$ cat config.mk
export PLATFORM = sky130hd
export DESIGN_NAME = fir_mac_seq
export DESIGN_NICKNAME = d
export VERILOG_FILES = /design/src/rtl/fir_mac_seq.sv
export SDC_FILE = /design/constraint.sdc
export NUM_CORES = 2
export LEC_CHECK = 0
export CORE_AREA = 3 3 252 254
export CTS_BUF_LIST = sky130_fd_sc_hd__clkbuf_2
export CTS_CLUSTER_DIAMETER = 100
export DETAILED_ROUTE_END_ITERATION = 12
export DIE_AREA = 0 0 255 257
export PLACE_DENSITY = 0.78
export SLEW_MARGIN = 20
export SYNTH_ARGS = -nofsm -noshare
export SYNTH_HDL_FRONTEND = slang
export SYNTH_SLANG_ARGS = --single-unit
$ cat constraint.sdc
create_clock -name clk -period 24.9 [get_ports clk]
set_input_delay 2.49 -clock clk [delete_from_list [all_inputs] [get_ports clk]]
set_output_delay 2.49 -clock clk [all_outputs]
set_load 0.01 [all_outputs]
$ cat src/rtl/fir_mac_seq.sv
// fir_mac_seq: sequential 32-tap FIR filter with one multiply-accumulate per clock and a circular sample buffer.
// Define FIR_MAC_ROUND_EN to round half-up at the output instead of truncating.
module fir_mac_seq #(
    parameter int unsigned NTAPS = 32,
    parameter int unsigned SHIFT = 15
) (
    input  logic        clk,
    input  logic        rst_n,
    input  logic [15:0] din,
    input  logic        din_valid,
    output logic        din_ready,
    output logic [4:0]  coef_addr,
    input  logic [15:0] coef_data,
    output logic [15:0] dout,
    output logic        dout_valid
);

    localparam int unsigned AW   = 5;
    localparam int unsigned ACCW = 37;
    localparam logic [AW-1:0] LAST = AW'(NTAPS - 1);
    localparam logic signed [ACCW-1:0] SAT_MAX = ACCW'(32767);
    localparam logic signed [ACCW-1:0] SAT_MIN = ACCW'(-32768);
`ifdef FIR_MAC_ROUND_EN
    localparam logic signed [ACCW-1:0] RND = ACCW'(1) << (SHIFT - 1);
`else
    localparam logic signed [ACCW-1:0] RND = '0;
`endif

    typedef enum logic [1:0] {IDLE, MAC, DONE} state_t;

    state_t                   state;
    logic [15:0]              sbuf [NTAPS];
    logic [AW-1:0]            wr_ptr;
    logic [AW-1:0]            k;
    logic [AW-1:0]            rd_ptr;
    logic signed [ACCW-1:0]   acc;
    logic signed [ACCW-1:0]   acc_adj;
    logic signed [ACCW-1:0]   acc_sh;
    logic signed [31:0]       sample;
    logic signed [31:0]       coef;
    logic signed [31:0]       prod;
    logic [15:0]              sat;

    always_comb begin
        din_ready = (state == IDLE);
        coef_addr = (state == MAC) ? k : '0;
        // wr_ptr already points past the newest sample, hence the extra -1
        rd_ptr    = wr_ptr - AW'(1) - k;
        sample    = 32'($signed(sbuf[rd_ptr]));
        coef      = 32'($signed(coef_data));
        prod      = sample * coef;
        acc_adj   = acc + RND;
        acc_sh    = acc_adj >>> SHIFT;
        if (acc_sh > SAT_MAX) begin
            sat = 16'h7FFF;
        end else if (acc_sh < SAT_MIN) begin
            sat = 16'h8000;
        end else begin
            sat = acc_sh[15:0];
        end
    end

    always_ff @(posedge clk or negedge rst_n) begin
        if (!rst_n) begin
            state      <= IDLE;
            k          <= '0;
            wr_ptr     <= '0;
            acc        <= '0;
            dout       <= '0;
            dout_valid <= 1'b0;
            sbuf       <= '{default: '0};
        end else begin
            dout_valid <= 1'b0;
            unique case (state)
                IDLE: begin
                    if (din_valid) begin
                        sbuf[wr_ptr] <= din;
                        wr_ptr       <= wr_ptr + AW'(1);
                        acc          <= '0;
                        k            <= '0;
                        state        <= MAC;
                    end
                end
                MAC: begin
                    acc <= acc + ACCW'(prod);
                    k   <= k + AW'(1);
                    if (k == LAST) begin
                        state <= DONE;
                    end
                end
                DONE: begin
                    dout       <= sat;
                    dout_valid <= 1'b1;
                    state      <= IDLE;
                end
                default: state <= IDLE;
            endcase
        end
    end

endmodule

Fig. 1: clock wires, drivers and flops
(1.5 px per um)
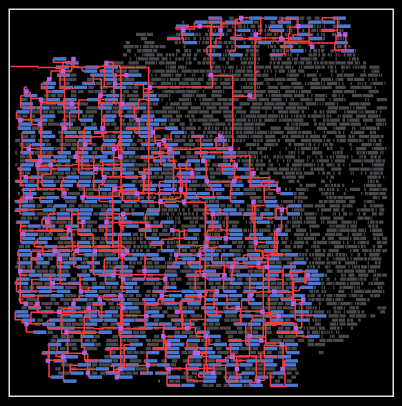
purple -> clock drivers  # count 147
blue -> flip-flops  # count 578
red -> clock wires  # length 7690 um
routed clock nets = 148
insertion delay at the late pin of the worst-skew pair: 1340 ps
post-route clock skew: 109 ps

Fig. 2: I/O nets highlighted
(1 px per um)
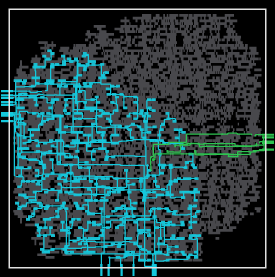
cyan -> din  # direction input, edge 9 west, 7 south, end cells 512, buffers 16, wire 5590 um
green -> coef_addr  # direction output, edge east, end cells 5, buffers 5, wire 566 um
PortBufs: 57
I/O pin count: 58

Fig. 3: local utilization
(1.5 px per um) The die is cut into 26 by 26 equal tiles; dark blue is low, red is high, 0 to 100% covered.
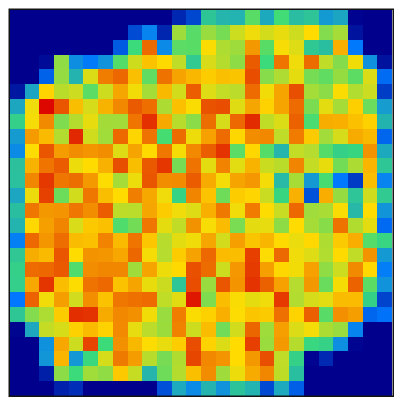
emptiest ninth of the die = north-west
mean over tiles = 60%
fullest tile = 99%
nearly empty tiles = 11%
tiles over 75% full = 40%
Core Footprint: 0.0615 mm2
Core Density at Floorplan: 61.9%
Final Core Density: 66.0%

==> impl_report.txt <==
IMPLEMENTATION SUMMARY REPORT
----------------------------------------------------
[Die]
  Vertical extent of the die ........................ between 200 and 300 um
  Die outline area ........................ 0.0655 mm2
  DIE WIDTH ........................ 255 um
  Total number of placement rows ........................ around 91

[Min path]
  Hold Path Depth ........................ 2
  Hold worst-path end ........................ dout[15]$_DFFE_PN0P_
  Worst hold path class ........................ flop to flop
  HP Start ........................ dout[15]$_DFFE_PN0P_

[Yosys]
  Synthesized flop and latch total ........................ around 580
  Main synth FF type ........................ dfrtp_1
  Top cells by area ........................ dfrtp_1 (38%), fa_1 (17%), mux2_2 (15%), mux4_2 (9.3%), ha_1 (3.9%)
  Area fraction in xor and xnor cells ........................ less than 1%
  Count of library flops with an enable pin ........................ 0
  Largest non-sequential cell family by area ........................ multiplexers
  Synth Area in Simple Gates ........................ about 6.8%
  Area share of fa/ha/maj cells after synthesis ........................ roughly a fifth
  Number of distinct library cells after synthesis ........................ roughly 61
  Total cells reported by yosys after synthesis ........................ around 3000
  Synthesized cell area ........................ approximately 0.038 mm2
  Post-synthesis chip area from yosys ........................ 0.0381 mm2
  Proportion of synthesized area in mux cells ........................ ~25%
  Synth Instances ........................ 2930
  AO/OA Area Share ........................ 2.71%
  Number of nets produced by synthesis ........................ roughly 3400
  Post-synth seq share ........................ about 38%
  Top cell type by total area after synthesis ........................ dfrtp_1
  Synth Warn # ........................ 0
  Top-area cell type share of the netlist area ........................ a little under two fifths
  Mapped Avg Cell Area ........................ 13.0 um2
  Fraction of synthesis flops using an asynchronous set or reset pin ........................ 100%

[Timing]
  Number of slew-limit violations in the final report ........................ 0
  Min Tclk post-route ........................ roughly 10000 ps
  Hold Vio Cnt, Final ........................ 0
  Post-route worst setup slack ........................ between 10000 and 15000 ps
  Max frequency ........................ 95.9 MHz
  Pin slew with the least headroom to its limit ........................ between 1000 and 1500 ps
  WHS ........................ around 500 ps
  RSZ-0062 raised after global routing ........................ no
  Post-Route Setup TNS ........................ 0 ps
  Normalized max-slew margin ........................ between 10% and 20%
  Post-layout period usage of the worst path ........................ between 40% and 50%
  Number of failing setup endpoints in the final timing report ........................ 0

[Final layout]
  Nets ........................ about 3500
  Dominant logic cell types in the final layout ........................ dfrtp_1 (578), mux2_2 (514), inv_1 (347)
  Leading cell type in the layout, fill and taps excluded ........................ dfrtp_1
  Layout overhead on the synthesized area ........................ 6.62%
  Proportion of layout cells with a drive suffix above 1 ........................ about a third

[Global routing]
  Pin count of the biggest net entering global routing ........................ 179
  Overflow after GRT ........................ 0
  Initial antenna violation count ........................ 5
  GRT met3 Usage ........................ around 6%
  Layer carrying the most global-route usage ........................ met2
  Met2 layer usage reported by global route ........................ 47.5%
  GRT met1 Usage ........................ a little under 40%
  Vias in the first global route ........................ approximately 26000
  Global-route wire length before repair ........................ 146000 um

[CTS]
  TritonCTS clock tree ........................ done
  Clk buf depth ........................ 3
  Post-CTS repair timing setup buffer count ........................ 0
  Register clock-pin slew on the reported worst setup and hold paths ........................ 100 ps
  TritonCTS Sinks ........................ about 580
  CTS Buf Count ........................ 147
  Library cell used as clock root buffer ........................ clkbuf_2
  Count of hold buffers inserted by post-cts repair ........................ 0
  H-tree levels ........................ 4
  Resized Gates After CTS ........................ 0

[Place]
  Gp weighted congestion ........................ 0.969
  Placed wire-length estimate after detailed placement ........................ approximately 63000 um
  Post-Place Setup Slack ........................ roughly 14000 ps

[Worst setup path]
  Critical path fanouts, max ........................ 38
  Origin of the critical flop-to-flop path ........................ k[0]$_DFFE_PN0P_
  Number of cells on the worst reg-to-reg path ........................ 26
  Launch point of the worst path ........................ k[0]$_DFFE_PN0P_
  CP endpoint kind ........................ flop
  Type of the worst setup path ........................ flop to flop
  Data arrival at the endpoint of the critical path ........................ around 12000 ps
  Worst reg2reg endpoint ........................ acc[36]$_DFFE_PN0P_
  Crit path required time ........................ 26050 ps
  Crit path launch type ........................ flop
  Worst reg-to-reg setup slack ........................ about 14000 ps

[Detailed routing]
  Via density ........................ 6.06
  Drt first pass iters ........................ 5
  Violation count after the first detailed-routing iteration ........................ approximately 1800
  Number of DRC violations after detailed routing ........................ 0
  Antenna violation net count after detailed routing ........................ 0

[Flow run]
  OpenROAD warnings ........................ 34
  Maximum capacitance violations ........................ 0

[Outcome]
  Result of the run ........................ completed

----------------------------------------------------
Fig. 4: routing congestion map
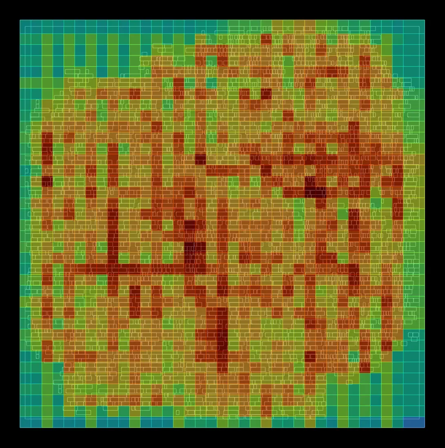
Routed WL per cell: 23.3 um
global routing usage summed across all routing layers: 29.2%

Fig. 5: signal wires on met4
(1.5 px per um) Supply wires on this layer in gray.
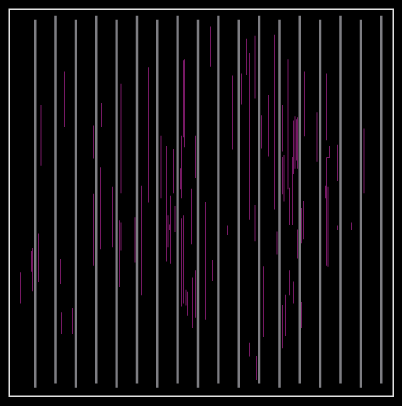
share of all routed wire = 3.2%
longest straight run = 116 um
nets with wire on the layer = 61
overall routed net length: 91000 um
DR vias: 23600

## area by class of cell
cell class / instances / area [um2]
fill: 4476 / 20900
sequential: 578 / 14500
antenna: 5 / 12.5
inverter: 347 / 1300
multi-input combinational: 1828 / 21600
timing repair buffer: 101 / 893
clock buffer: 214 / 1070
clock inverter: 37 / 279
tap: 790 / 988
## cells by family after synthesis
group / Yosys count
muxes: 688
adders and majority gates: 438
and+or+nand+nor: 498
buffers and inverters: 524
AOI/OAI and AO/OA: 164
xor gates and xnor gates: 40
DFF: 578
## how the worst max path moves through the flow
stage,end,slack (ps),cells past startpoint
after CTS,acc[36]$_DFFE_PN0P_,14380,26
after global placement,acc[36]$_DFFE_PN0P_,14550,28
final,acc[36]$_DFFE_PN0P_,14470,26
after floorplan,acc[36]$_DFFE_PN0P_,16460,23
after global routing,acc[36]$_DFFE_PN0P_,13650,29
after detailed placement,acc[36]$_DFFE_PN0P_,14420,26
## synthesized netlist by cell type, types with 3 or more instances
cell type    n
xor2_1      15
ha_1       119
a21o_1      16
nor2_1      56
buf_6        4
mux4_2     158
o21bai_1     6
and2_1      45
mux2i_4     11
mux2i_1      5
buf_4       24
dfrtp_1    578
and3_1       7
nand3b_1     4
a31oi_1      3
a21oi_1     32
clkbuf_1   115
nand3_1     32
nand2_1    149
xnor2_1     25
fa_1       319
inv_1      347
nor3b_1      8
buf_2       30
and4_1       3
o31ai_1      6
nor2b_1    106
nor3_1       9
o21a_1       7
o21ai_0     60
buf_1        4
or3_1        4
mux2_2     514
o2111ai_1    3
a211oi_1     3
o211ai_1     5
nand2b_1    65
## sequential cells by signal (all words and copies together), names as in the netlist
name        flops
acc            37
dout           16
dout_valid      1
k               5
sbuf          512
state           2
wr_ptr          5
## routing by layer
layer  vias to the layer above  wire length (um)
met5                         -                 9
met4                         2              2940
met3                       187              5690
met2                       840             45100
met1                     12500             37300
li1                      10100                 -
## through the flow
stage	instances	instance area [um2]
finish	3900	40600
global placement	3643	39200
CTS	3894	40600
floorplan	2930	38100
detailed placement	3643	39200
global route	3900	40600
## critical path, stage by stage (launching register included)
cell	delay, ps
dfrtp_1	430
inv_1	110
ha_4	660
buf_4	670
buf_4	710
o21ai_0	270
o211ai_1	250
o21ai_0	140
o21ai_2	540
nand2_1	320
fa_1	750
inv_1	150
fa_1	870
fa_1	540
fa_1	510
fa_1	490
inv_1	50
fa_1	470
inv_1	40
ha_1	300
and4_1	350
nand2_1	90
o32ai_1	590
a21oi_1	270
a31oi_1	290
nand3_1	100
a32o_1	260
